$ cat config.mk
export PLATFORM = sky130hd
export DESIGN_NAME = gb80_mem_arbiter_flat
export DESIGN_NICKNAME = d
export VERILOG_FILES = /design/src/rtl/gb80_pkg.sv /design/src/rtl/gb80_mem_arbiter_if.sv /design/src/rtl/gb80_dma_engine.sv /design/src/rtl/gb80_mem_arbiter.sv /design/src/flat_wrapper.sv
export SDC_FILE = /design/constraint.sdc
export NUM_CORES = 1
export LEC_CHECK = 0
export CORE_UTILIZATION = 35
export DETAILED_ROUTE_END_ITERATION = 8
export PLACE_DENSITY = 0.66
export REMOVE_ABC_BUFFERS = 1
export SYNTH_ARGS = -nofsm -noshare
export SYNTH_HDL_FRONTEND = slang
export SYNTH_HIERARCHICAL = 1
export SYNTH_SLANG_ARGS = --single-unit
$ cat constraint.sdc
create_clock -name i_clk -period 4.82 [get_ports i_clk]
set_input_delay 0.482 -clock i_clk [delete_from_list [all_inputs] [get_ports i_clk]]
set_output_delay 0.482 -clock i_clk [all_outputs]
set_load 0.05 [all_outputs]
$ cat src/rtl/gb80_pkg.sv
// Shared types and constants for the gb80 memory arbiter / OAM DMA slice.
package gb80_pkg;

  typedef enum logic [1:0] {
    ST_IDLE   = 2'd0,
    ST_DMA_RD = 2'd1,
    ST_DMA_WR = 2'd2
  } gb80_state_e;

  localparam logic [15:0] GB80_DMA_REG_ADDR = 16'hFF46;
  localparam logic [15:0] GB80_OAM_BASE     = 16'hFE00;
  localparam int          GB80_OAM_LEN      = 160;

  // Index of the final byte; transfer lengths of 1..256 fit an 8-bit idx.
  localparam logic [7:0]  GB80_IDX_LAST     = 8'(GB80_OAM_LEN - 1);

  // Bus request driven by the DMA engine while it owns memory.
  typedef struct packed {
    logic        rd;
    logic        wr;
    logic [15:0] addr;
    logic [7:0]  data;
  } gb80_bus_req_t;

endpackage

$ cat src/rtl/gb80_mem_arbiter_if.sv
// Processor + memory bus bundle for gb80_mem_arbiter.
// slave: arbiter view; master: processor/memory side view.
interface gb80_mem_arbiter_if;
  logic        i_cpu_rd;
  logic        i_cpu_wr;
  logic [15:0] i_cpu_addr;
  logic [7:0]  i_cpu_data;
  logic [7:0]  o_cpu_data;
  logic        o_cpu_wait;
  logic [7:0]  i_mem_data;
  logic [15:0] o_mem_addr;
  logic [7:0]  o_mem_data;
  logic        o_mem_rd;
  logic        o_mem_wr;
  logic        o_dma_busy;

  modport slave (
    input  i_cpu_rd, i_cpu_wr, i_cpu_addr, i_cpu_data, i_mem_data,
    output o_cpu_data, o_cpu_wait, o_mem_addr, o_mem_data, o_mem_rd, o_mem_wr,
           o_dma_busy
  );

  modport master (
    output i_cpu_rd, i_cpu_wr, i_cpu_addr, i_cpu_data, i_mem_data,
    input  o_cpu_data, o_cpu_wait, o_mem_addr, o_mem_data, o_mem_rd, o_mem_wr,
           o_dma_busy
  );
endinterface

$ cat src/rtl/gb80_dma_engine.sv
// OAM DMA sequencer: alternates a read of {src,idx} with a write to
// OAM_BASE+idx until GB80_OAM_LEN bytes are copied. A start always wins,
// restarting from idx 0 with the new source page.
// Optional: GB80_DMA_READBACK_EN makes the source register readable.
module gb80_dma_engine
  import gb80_pkg::*;
(
  input  logic          i_clk,
  input  logic          i_reset,
  input  logic          start,
  input  logic [7:0]    start_src,
  input  logic [7:0]    mem_rdata,
  output logic          busy,
  output logic [7:0]    reg_rdata,
  output gb80_bus_req_t req
);

  gb80_state_e state_q, state_d;
  logic [7:0]  idx_q, idx_d;
  logic [7:0]  src_q, src_d;
  logic [7:0]  dbuf_q, dbuf_d;

  // State, index, source page and data buffer registers.
  always_ff @(posedge i_clk or posedge i_reset) begin
    if (i_reset) begin
      state_q <= ST_IDLE;
      idx_q   <= '0;
      src_q   <= '0;
      dbuf_q  <= '0;
    end else begin
      state_q <= state_d;
      idx_q   <= idx_d;
      src_q   <= src_d;
      dbuf_q  <= dbuf_d;
    end
  end

  // Next state and DMA bus request; a start overrides any in-flight step.
  always_comb begin
    state_d = state_q;
    idx_d   = idx_q;
    src_d   = src_q;
    dbuf_d  = dbuf_q;
    req     = '0;
    unique case (state_q)
      ST_IDLE: ;
      ST_DMA_RD: begin
        req.rd  = 1'b1;
        req.addr = {src_q, idx_q};   // low byte is idx, no carry into page
        dbuf_d  = mem_rdata;
        state_d = ST_DMA_WR;
      end
      ST_DMA_WR: begin
        req.wr   = 1'b1;
        req.addr = GB80_OAM_BASE + {8'h00, idx_q};
        req.data = dbuf_q;
        idx_d    = idx_q + 8'd1;
        state_d  = (idx_q == GB80_IDX_LAST) ? ST_IDLE : ST_DMA_RD;
      end
      default: state_d = ST_IDLE;
    endcase
    if (start) begin
      src_d   = start_src;
      idx_d   = '0;
      state_d = ST_DMA_RD;
    end
  end

  assign busy = (state_q != ST_IDLE);

`ifdef GB80_DMA_READBACK_EN
  assign reg_rdata = src_q;
`else
  assign reg_rdata = 8'hFF;
`endif

endmodule

$ cat src/rtl/gb80_mem_arbiter.sv
// Memory-bus arbiter between the processor and system memory. Decodes the
// DMA register, passes processor traffic straight through when idle and
// stalls it while the OAM DMA engine owns the bus.
// Optional: GB80_DMA_READBACK_EN (read of the DMA register returns src).
module gb80_mem_arbiter
  import gb80_pkg::*;
(
  input  logic                 i_clk,
  input  logic                 i_reset,
  gb80_mem_arbiter_if.slave    bus
);

  logic          reg_hit, start, reg_rd, cpu_acc;
  logic          busy;
  logic [7:0]    reg_rdata;
  gb80_bus_req_t dma_req;

  assign reg_hit = (bus.i_cpu_addr == GB80_DMA_REG_ADDR);
  assign start   = bus.i_cpu_wr & reg_hit;
  assign reg_rd  = bus.i_cpu_rd & reg_hit;
  // Any processor access that must reach real memory.
  assign cpu_acc = (bus.i_cpu_rd | bus.i_cpu_wr) & ~reg_hit;

  gb80_dma_engine u_dma (
    .i_clk     (i_clk),
    .i_reset   (i_reset),
    .start     (start),
    .start_src (bus.i_cpu_data),
    .mem_rdata (bus.i_mem_data),
    .busy      (busy),
    .reg_rdata (reg_rdata),
    .req       (dma_req)
  );

  // Bus ownership mux: DMA while busy, otherwise zero-latency passthrough.
  always_comb begin
    bus.o_mem_addr = '0;
    bus.o_mem_data = '0;
    bus.o_mem_rd   = 1'b0;
    bus.o_mem_wr   = 1'b0;
    bus.o_cpu_data = '0;
    bus.o_cpu_wait = 1'b0;
    if (busy) begin
      bus.o_mem_addr = dma_req.addr;
      bus.o_mem_data = dma_req.data;
      bus.o_mem_rd   = dma_req.rd;
      bus.o_mem_wr   = dma_req.wr;
      bus.o_cpu_wait = cpu_acc;
    end else if (cpu_acc) begin
      bus.o_mem_addr = bus.i_cpu_addr;
      bus.o_mem_data = bus.i_cpu_data;
      bus.o_mem_rd   = bus.i_cpu_rd;
      bus.o_mem_wr   = bus.i_cpu_wr;
      bus.o_cpu_data = bus.i_mem_data;
    end
    // The DMA register is answered locally in every state.
    if (reg_rd) bus.o_cpu_data = reg_rdata;
  end

  assign bus.o_dma_busy = busy;

endmodule

$ cat src/flat_wrapper.sv
// flat-port wrapper written by rule: the top's interface ports become plain ports
module gb80_mem_arbiter_flat import gb80_pkg::*;
  (i_clk, i_reset, bus_i_cpu_rd, bus_i_cpu_wr, bus_i_cpu_addr, bus_i_cpu_data, bus_i_mem_data, bus_o_cpu_data, bus_o_cpu_wait, bus_o_mem_addr, bus_o_mem_data, bus_o_mem_rd, bus_o_mem_wr, bus_o_dma_busy);
  gb80_mem_arbiter_if bus_i ();
  input  logic i_clk;
  input  logic i_reset;
  input wire logic [$bits(bus_i.i_cpu_rd)-1:0] bus_i_cpu_rd;
  input wire logic [$bits(bus_i.i_cpu_wr)-1:0] bus_i_cpu_wr;
  input wire logic [$bits(bus_i.i_cpu_addr)-1:0] bus_i_cpu_addr;
  input wire logic [$bits(bus_i.i_cpu_data)-1:0] bus_i_cpu_data;
  input wire logic [$bits(bus_i.i_mem_data)-1:0] bus_i_mem_data;
  output wire logic [$bits(bus_i.o_cpu_data)-1:0] bus_o_cpu_data;
  output wire logic [$bits(bus_i.o_cpu_wait)-1:0] bus_o_cpu_wait;
  output wire logic [$bits(bus_i.o_mem_addr)-1:0] bus_o_mem_addr;
  output wire logic [$bits(bus_i.o_mem_data)-1:0] bus_o_mem_data;
  output wire logic [$bits(bus_i.o_mem_rd)-1:0] bus_o_mem_rd;
  output wire logic [$bits(bus_i.o_mem_wr)-1:0] bus_o_mem_wr;
  output wire logic [$bits(bus_i.o_dma_busy)-1:0] bus_o_dma_busy;
  assign bus_i.i_cpu_rd = bus_i_cpu_rd;
  assign bus_i.i_cpu_wr = bus_i_cpu_wr;
  assign bus_i.i_cpu_addr = bus_i_cpu_addr;
  assign bus_i.i_cpu_data = bus_i_cpu_data;
  assign bus_i.i_mem_data = bus_i_mem_data;
  assign bus_o_cpu_data = bus_i.o_cpu_data;
  assign bus_o_cpu_wait = bus_i.o_cpu_wait;
  assign bus_o_mem_addr = bus_i.o_mem_addr;
  assign bus_o_mem_data = bus_i.o_mem_data;
  assign bus_o_mem_rd = bus_i.o_mem_rd;
  assign bus_o_mem_wr = bus_i.o_mem_wr;
  assign bus_o_dma_busy = bus_i.o_dma_busy;
  gb80_mem_arbiter u_core (.i_clk(i_clk), .i_reset(i_reset), .bus(bus_i));
endmodule
Clock wiring as the flow saved it:
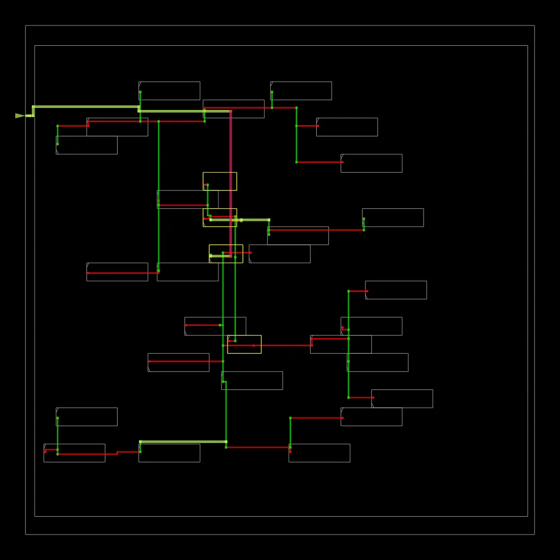
clock buf count: 4
power drawn by the clock network: 146 uW

Clock network drawn from the DEF:
Scale bar: 20 um.
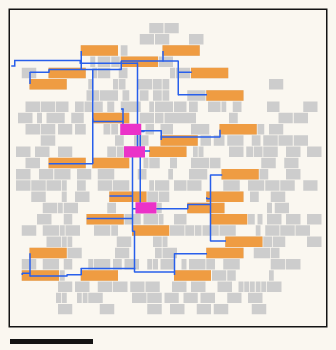
Key: orange = flip-flops [count 26]; magenta = clock drivers [count 3]; blue = clock wires [length 376 um]
There are 4 routed clock nets.
Final Skew: 4.550 ps
worst skew pair latency: 270 ps
relative contribution of the clock network to total power: 27.2%

==> job_summary.md <==
### Flow metrics

| Metric | Value |
|---|---|
| Flop share of the area | `24.14%` |
| Mux contribution to synthesized area | `14.44%` |
| Endpoints failing hold | `0` |
| Ys flops | `26` |
| Number of warnings the tools reported | `27` |
| Number of synthesized flops with an enable pin | `0` |
| Area occupied by multi-input gates | `0.001142 mm^2` |
| Endpoint of the worst setup timing path | `bus_o_mem_addr[8]` |
| Final period demand of the worst path | `3514 ps` |
| Detailed-route wire length per cell | `15.86 um` |
| Routed length on met3 | `263 um` |
| Maximum number of pins on one net before global-route repair | `33` |
| Total routed wire length on the met1 layer | `2569 um` |
| Cell class contributing the biggest share of worst-path delay | `buffers and inverters` |
| Fraction of the mapped netlist area in adder cells | `2.579%` |
| First-pass detailed-route iteration total | `4` |
| Estimated wirelength of the detail-placed design | `3473 um` |
| Top Consumer | `registers` |
| Clock transition at the registers of the reported paths | `90 ps` |
| Critical Path, Cell by Cell | `clkdlybuf4s50_1 > o21ba_2 > a32o_1 > clkdlybuf4s50_1` |
| Footprint of the flip-flops and latches | `650.6 um^2` |
| Synth top area cells | `dfrtp_1 34%, a32o_1 9.8%, mux2_2 9.3%, mux2i_1 5.2%, and2_1 4.8%` |
| Cell Rows | `26` |
| Violation count after the first detailed-routing iteration | `109` |
| Final worst path period share | `72.91%` |
| # hold bufs at CTS | `0` |
| Post-route setup TNS | `0 ps` |
| Total number of clock tree sinks | `26` |
| Net count, final | `304` |
| Count of plain and timing-repair buffers | `75` |
| Top logic cells by instance count in the layout | `71 x clkdlybuf4s50_1, 26 x dfrtp_1, 19 x a32o_1, 19 x nand2_1, 16 x mux2_2` |
| Post-detailed-route via-to-cell ratio | `5.267` |
| Diodes inserted | `0` |
| Post-synthesis cell type count | `36` |
| Count of sequential standard cells | `26` |
| Fraction of final layout cells with drive strength greater than 1 | `10.65%` |
| Dominant register cell | `dfrtp_1` |
| Sequential-to-total area share from yosys stat | `33.53%` |
| Clock tree from TritonCTS | `yes` |
| Flop+latch power | `219 uW` |
| Final setup fails | `0` |
| CP most frequent cell | `clkdlybuf4s50_1` |
| Dpl cells | `329` |
| Sum of buffers and inverters on the critical path | `2` |
| Vias in the first global route | `1722` |
| Tally of non-filler cells in the final layout | `333` |
| Mean post-synth cell area | `9.607 um^2` |
| Yosys cell count | `202` |
| Non-clock buffers, area share | `27.48%` |
| Die boundary width | `76.46 um` |
| Launch point of the critical path | `bus_i_cpu_rd` |
| Simple-gate area share of the yosys netlist | `20.12%` |
| Largest area contributor in the synthesized netlist | `dfrtp_1` |
| Final Power | `535.8 uW` |
| Critical path launch point type | `input port` |
| Fraction of met2 tracks used by global routing | `30.18%` |
| Synth async-reset ratio | `100.0%` |
| Switching share of power | `32.43%` |
| Layer carrying the most global-route usage | `met2` |
| Die Outline Area | `0.005846 mm^2` |
| Core occupancy in the finished layout | `51.46%` |
| Amount of wire on met2 after detailed routing | `2427 um` |
| Area of the core | `0.005238 mm^2` |
| Depth of the worst register-to-register path | `6` |
| Final weighted congestion in routability-driven placement | `0.8256` |
| RSZ-0062 raised after global routing | `false` |
| Commonest Layout Cell | `clkdlybuf4s50_1` |
| Worst hold path class | `register to register` |
| Arrival @ worst endpoint | `3030 ps` |
| Biggest cell delay along the critical path | `810 ps` |
| Most used standard cell by instance count after synthesis | `dfrtp_1` |
| Worst path setup slack after routing | `1306 ps` |
| CP Capture Type | `primary output` |
| Cell internal power dissipation | `362.0 uW` |
| Switching Power | `173.8 uW` |
| Power density over cell area | `198.8 mW/mm^2` |
| Post-cts repair resize count | `0` |
| Final design area excluding fillers | `0.002695 mm^2` |
| Register-to-register path setup slack | `3190 ps` |
| Headroom to the max-slew limit | `28.34%` |
| Crit path max fanout | `32` |
| Layout overhead on the synthesized area | `38.88%` |
| Detailed-route via count | `1754` |
| Source of the worst hold timing path | `u_core/u_dma/dbuf_q[7]` |
| I/O pins | `72` |
| Combinational group power | `171 uW` |
| Overflow left after global routing | `0` |
| Number of H-tree levels | `1` |
| Post-synthesis instance total | `202` |
| CTS buffer count | `3` |
| Setup Fix Bufs, Post-CTS | `0` |
| Number of stages on the worst setup path | `4` |
| Cell at the root of the clock tree | `clkbuf_8` |
| Multi-input combinational cell count | `153` |
| Critical register-to-register path startpoint | `u_core/u_dma/state_q[0]` |
| Crit path kind | `input port to primary output` |
| Maximum buffer depth of the clock tree | `2` |
| Worst IR Drop VDD | `0.0001094 V` |
| Compound-cell area share of the yosys netlist | `18.38%` |
| Max capacitance violation total | `0` |
| GR Util met3 | `2.874%` |
| DR DRC count | `0` |
| Remaining antenna violation count after routing | `0` |
| Setup Slack @ Placement | `1318 ps` |
| Status | `finished, final reports clean` |
| Minimum hold slack | `506.9 ps` |
| Registers with the most flip-flops | `u_core/u_dma/dbuf_q x8, u_core/u_dma/idx_q x8, u_core/u_dma/src_q x8` |
| Required time of the worst setup path | `4340 ps` |
| Synth Warn # | `6` |
| Top comb family, area | `simple AND/OR/NAND/NOR gates` |
| Hold path depth | `1` |
| Die extent in y | `76.46 um` |
| Relative contribution of combinational cells to total power | `31.9%` |
| End of the worst hold path | `u_core/u_dma/dbuf_q[7]` |
| Slowest cell on the critical path | `clkdlybuf4s50_1` |
| Highest routed metal layer | `met4` |
| Initial core utilization | `37.05%` |
| Number of antenna violations at the first check in global routing | `0` |
| Syn Std Cell Area | `0.001941 mm^2` |
| Total routed wirelength | `5282 um` |
| Multi-input logic portion of the cell area | `42.39%` |
| Most instantiated cells after synthesis | `26 x dfrtp_1, 19 x a32o_1, 19 x nand2_1` |
| Overall routing resource usage | `18.08%` |
| Biggest area consumer among cell classes | `combinational gates` |
| Final Max Slew Viols | `0` |
| Number of tap cells added at floorplan | `70` |
| Peak clock frequency supported by timing | `284.6 MHz` |
| Area share of the largest cell type after synthesis | `33.53%` |
| Endpoint of the most critical register-to-register path | `u_core/u_dma/idx_q[7]` |
| Placement-stage cell area | `0.002640 mm^2` |
| Global routing met1 resource utilization | `24.85%` |
| Tally of buffers added on design ports | `71` |
| Chip area estimate from yosys synthesis | `0.001941 mm^2` |
| Register share of total power | `40.9%` |
| Non-CTS inverters | `5` |
| Leakage component of the power | `0.001186 uW` |
| Worst Max-Slew Pin Slew | `1074 ps` |
| Global-route wire length before repair | `8611 um` |
No activity file was given, so power comes from the tool's default toggle rates.
